The metal 1 layer:
Drawn at 4 px/um. Supply wires on this layer in gray.
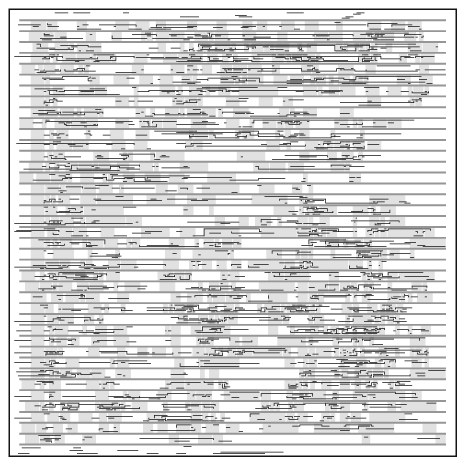
Cell classes on the final placement:
Drawn at 3 px/um.
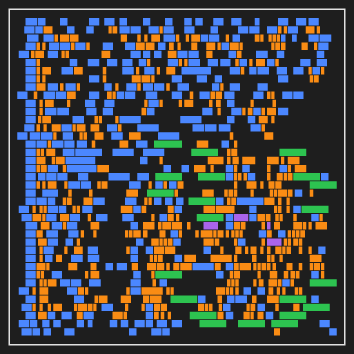
### src/rtl/wb_pkg.sv
// rtl/wb_pkg.sv - Wishbone widths, arbiter state encoding and a saturating counter helper
package wb_pkg;
  localparam int ADR_W = 30;
  localparam int DAT_W = 32;
  localparam int SEL_W = 4;

  typedef enum logic [1:0] {
    ST_IDLE = 2'd0,
    ST_OWN  = 2'd1,
    ST_HOLD = 2'd2,
    ST_ERR  = 2'd3
  } state_t;

  function automatic logic [15:0] sat_inc(input logic [15:0] v);
    return (v == 16'hFFFF) ? v : v + 16'd1;
  endfunction
endpackage

### src/rtl/rr_pick.sv
// rtl/rr_pick.sv - combinational round-robin picker returning a one-hot grant
module rr_pick #(
  parameter int NM = 2,
  parameter int PW = 1
) (
  input  logic [NM-1:0] req,
  input  logic [PW-1:0] ptr,
  output logic [NM-1:0] gnt,
  output logic [PW-1:0] idx
);
  logic [PW-1:0] k;
  logic          found;

  // Search starts one past the previous winner, wrapping explicitly at NM-1.
  always_comb begin
    gnt   = '0;
    idx   = ptr;
    found = 1'b0;
    k     = ptr;
    for (int i = 0; i < NM; i++) begin
      k = (k == PW'(NM - 1)) ? '0 : k + PW'(1);
      if (!found && req[k]) begin
        gnt[k] = 1'b1;
        idx    = k;
        found  = 1'b1;
      end
    end
  end
endmodule

### src/rtl/wb_arbiter.sv
// rtl/wb_arbiter.sv - round-robin Wishbone arbiter with locked-burst hold and bus watchdog
module wb_arbiter
  import wb_pkg::*;
#(
  parameter int NM       = 2,
  parameter int TIMEOUT  = 255,
  parameter int LOCK_MAX = 15
) (
  input  logic                clk_i,
  input  logic                rst_ni,
  input  logic [NM-1:0]       m_cyc_i,
  input  logic [NM-1:0]       m_stb_i,
  input  logic [NM-1:0]       m_we_i,
  input  logic [NM-1:0]       m_lock_i,
  input  logic [SEL_W*NM-1:0] m_sel_i,
  input  logic [ADR_W*NM-1:0] m_adr_i,
  input  logic [DAT_W*NM-1:0] m_dat_i,
  output logic [DAT_W-1:0]    m_dat_o,
  output logic [NM-1:0]       m_ack_o,
  output logic [NM-1:0]       m_err_o,
  output logic                s_cyc_o,
  output logic                s_stb_o,
  output logic                s_we_o,
  output logic [SEL_W-1:0]    s_sel_o,
  output logic [ADR_W-1:0]    s_adr_o,
  output logic [DAT_W-1:0]    s_dat_o,
  input  logic [DAT_W-1:0]    s_dat_i,
  input  logic                s_ack_i,
  output logic [NM-1:0]       gnt_o
);
  localparam int PW = (NM > 1) ? $clog2(NM) : 1;

  state_t           state, state_n;
  logic [NM-1:0]    gnt, pick;
  logic [PW-1:0]    rr_ptr, pick_idx;
  logic [15:0]      cnt;
  logic             g_cyc, g_stb, g_we, g_lock;
  logic [SEL_W-1:0] g_sel;
  logic [ADR_W-1:0] g_adr;
  logic [DAT_W-1:0] g_dat;
  logic             wd_hit, lock_out;

  rr_pick #(.NM(NM), .PW(PW)) u_pick (
    .req (m_cyc_i),
    .ptr (rr_ptr),
    .gnt (pick),
    .idx (pick_idx)
  );

  // rr_ptr is loaded with the winner, so it doubles as the owner's mux select.
  assign g_cyc  = m_cyc_i[rr_ptr];
  assign g_stb  = m_stb_i[rr_ptr];
  assign g_we   = m_we_i[rr_ptr];
  assign g_lock = m_lock_i[rr_ptr];
  assign g_sel  = m_sel_i[int'(rr_ptr) * SEL_W +: SEL_W];
  assign g_adr  = m_adr_i[int'(rr_ptr) * ADR_W +: ADR_W];
  assign g_dat  = m_dat_i[int'(rr_ptr) * DAT_W +: DAT_W];

  // cnt holds completed unacked strobe cycles; an ack in the same cycle wins.
  assign wd_hit   = (state == ST_OWN) && g_stb && !s_ack_i && (cnt == 16'(TIMEOUT));
  assign lock_out = (cnt >= 16'(LOCK_MAX - 1));

  always_ff @(posedge clk_i or negedge rst_ni) begin
    if (!rst_ni) state <= ST_IDLE;
    else         state <= state_n;
  end

  always_comb begin
    state_n = state;
    case (state)
      ST_IDLE: if (|m_cyc_i) state_n = ST_OWN;
      ST_OWN: begin
        if (wd_hit)      state_n = ST_ERR;
        else if (!g_cyc) state_n = g_lock ? ST_HOLD : ST_IDLE;
      end
      ST_HOLD: begin
        if (g_cyc)                     state_n = ST_OWN;
        else if (!g_lock || lock_out)  state_n = ST_IDLE;
      end
      ST_ERR:  if (!g_cyc) state_n = ST_IDLE;
      default: state_n = ST_IDLE;
    endcase
  end

  always_comb begin
    s_cyc_o = 1'b0;
    s_stb_o = 1'b0;
    s_we_o  = 1'b0;
    s_sel_o = '0;
    s_adr_o = '0;
    s_dat_o = '0;
    m_ack_o = '0;
    m_err_o = '0;
    if (state == ST_OWN) begin
      s_cyc_o = g_cyc;
      s_stb_o = g_stb;
      s_we_o  = g_we;
      s_sel_o = g_sel;
      s_adr_o = g_adr;
      s_dat_o = g_dat;
      m_ack_o = gnt & {NM{s_ack_i & g_stb}};
      m_err_o = wd_hit ? gnt : '0;
    end
  end

  // cnt is shared: watchdog age in OWN, idle-gap length in HOLD.
  always_ff @(posedge clk_i or negedge rst_ni) begin
    if (!rst_ni) begin
      gnt    <= '0;
      rr_ptr <= PW'(NM - 1);
      cnt    <= '0;
    end else begin
      if (state == ST_IDLE && state_n == ST_OWN) begin
        gnt    <= pick;
        rr_ptr <= pick_idx;
      end else if (state_n == ST_IDLE) begin
        gnt <= '0;
      end
      if (state_n != state)
        cnt <= '0;
      else if (state == ST_HOLD || (state == ST_OWN && g_stb && !s_ack_i))
        cnt <= sat_inc(cnt);
      else
        cnt <= '0;
    end
  end

  assign m_dat_o = s_dat_i;
  assign gnt_o   = gnt;
endmodule

### config.mk
export PLATFORM = sky130hd
export DESIGN_NAME = wb_arbiter
export DESIGN_NICKNAME = d
export VERILOG_FILES = /design/src/rtl/wb_pkg.sv /design/src/rtl/rr_pick.sv /design/src/rtl/wb_arbiter.sv
export SDC_FILE = /design/constraint.sdc
export NUM_CORES = 1
export LEC_CHECK = 0
export ABC_AREA = 1
export CAP_MARGIN = 20
export CORE_MARGIN = 2
export CORE_UTILIZATION = 25
export CTS_BUF_LIST = sky130_fd_sc_hd__clkbuf_8
export CTS_CLUSTER_SIZE = 25
export DETAILED_ROUTE_END_ITERATION = 16
export HOLD_SLACK_MARGIN = 0.03
export PLACE_DENSITY_LB_ADDON = 0.05
export RECOVER_POWER = 50
export SYNTH_ARGS = -nofsm -noshare
export SYNTH_HDL_FRONTEND = slang
export SYNTH_SLANG_ARGS = --single-unit
export TNS_END_PERCENT = 5
### constraint.sdc
create_clock -name clk_i -period 1.7 [get_ports clk_i]
set_input_delay 0.34 -clock clk_i [delete_from_list [all_inputs] [get_ports clk_i]]
set_output_delay 0.34 -clock clk_i [all_outputs]
set_load 0.02 [all_outputs]
==> deck_impl_summary.md <==
Key Metrics from the Run

Outcome
  – Outcome: complete, but fails checks
  – Failing checks: negative setup slack

Power and ir drop
  – Leak Pwr: 0.002812 uW
  – P_seq: 623 uW
  – Tot Pwr: 9400 uW
  – Clk pwr: 333 uW

Synthesis
  – # Cells Yosys: 499
  – Synth Cell Area: 0.002882 mm^2
  – Most common cell in the synthesized netlist: nand2_1
  – Post-Syn Instances: 499
  – Unique cell types: 34
  – Ys Warns: 0
  – Chip Area, Yosys: 0.002882 mm^2
  – Basic Gates by Area: 0.4655
  – Largest logic family: simple AND/OR/NAND/NOR gates

Placement
  – Final Wtd Congestion: 0.9842
  – Port-buffer cells: 217

GRT
  – All-Layer GR Usage: 0.2099
  – First-pass GRT wire length: 21.01 mm
  – Number of global-route vias before repair: 4033
  – Initial antenna violation count: 0

Critical path
  – Crit path buffers/inverters: 4
  – Worst Setup Path Type: reg2reg
  – Crit path DRT: 1.90 ns
  – Crit path capture: cnt[10]$_DFFE_PN0P_
  – Crit start category: flip-flop
  – Cell mode on critical path: nand2_1
  – Max stage delay on crit path: 0.57 ns
  – Critical path depth: 14
  – Arr. time, crit path: 2.16 ns

Floorplan
  – I/O pin count: 282
  – Die X: 111.4 um
  – Tap Cells: 143

Routing
  – Via density: 4.549
  – DR WL met2: 7.438 mm
  – DRT iter0 DRCs: 141
  – TritonRoute pass-1 iters: 4
  – Metal-1 WL: 5.082 mm

CTS
  – CTS H-tree lvls: 1
  – Root cell of the clock tree: clkbuf_8
  – Clk slew on worst S/H paths: 0.08 ns
  – Insertion Delay late pin: 0.26 ns
  – CTS tree: done

STA
  – Worst hold slack: 0.4174 ns
  – # setup viols final: 92
  – Setup WS post-layout: -0.2609 ns

Cells and area
  – Final Util: 0.5382
  – Final non-filler cell total: 900
  – # diodes: 0
  – Number of non-clock buffers: 310
  – Max reg flops: 16

Run
  – Max-cap violations: 0

Hold path
  – HP Class: in2async
## Picture notes: 'the metal 1 layer'
longest straight run: 56.1 um
main direction: horizontal
DRT Wirelength: 13.90 mm
GR met1 Demand/Resource: 0.2249
vias: 4094

## Picture notes: 'cell classes on the final placement'
[combinational and other logic] orange | cells: 422 | share of their area: 39%
[other buffers and delay cells] blue | cells: 310 | share of their area: 51%
[flops] green | cells: 21 | share of their area: 8.9%
[clock drivers and dummy loads] purple | cells: 4 | share of their area: 0.76%
fraction of area in registers: 0.08645
Site Rows: 39

No activity file was given, so power comes from the tool's default toggle rates.
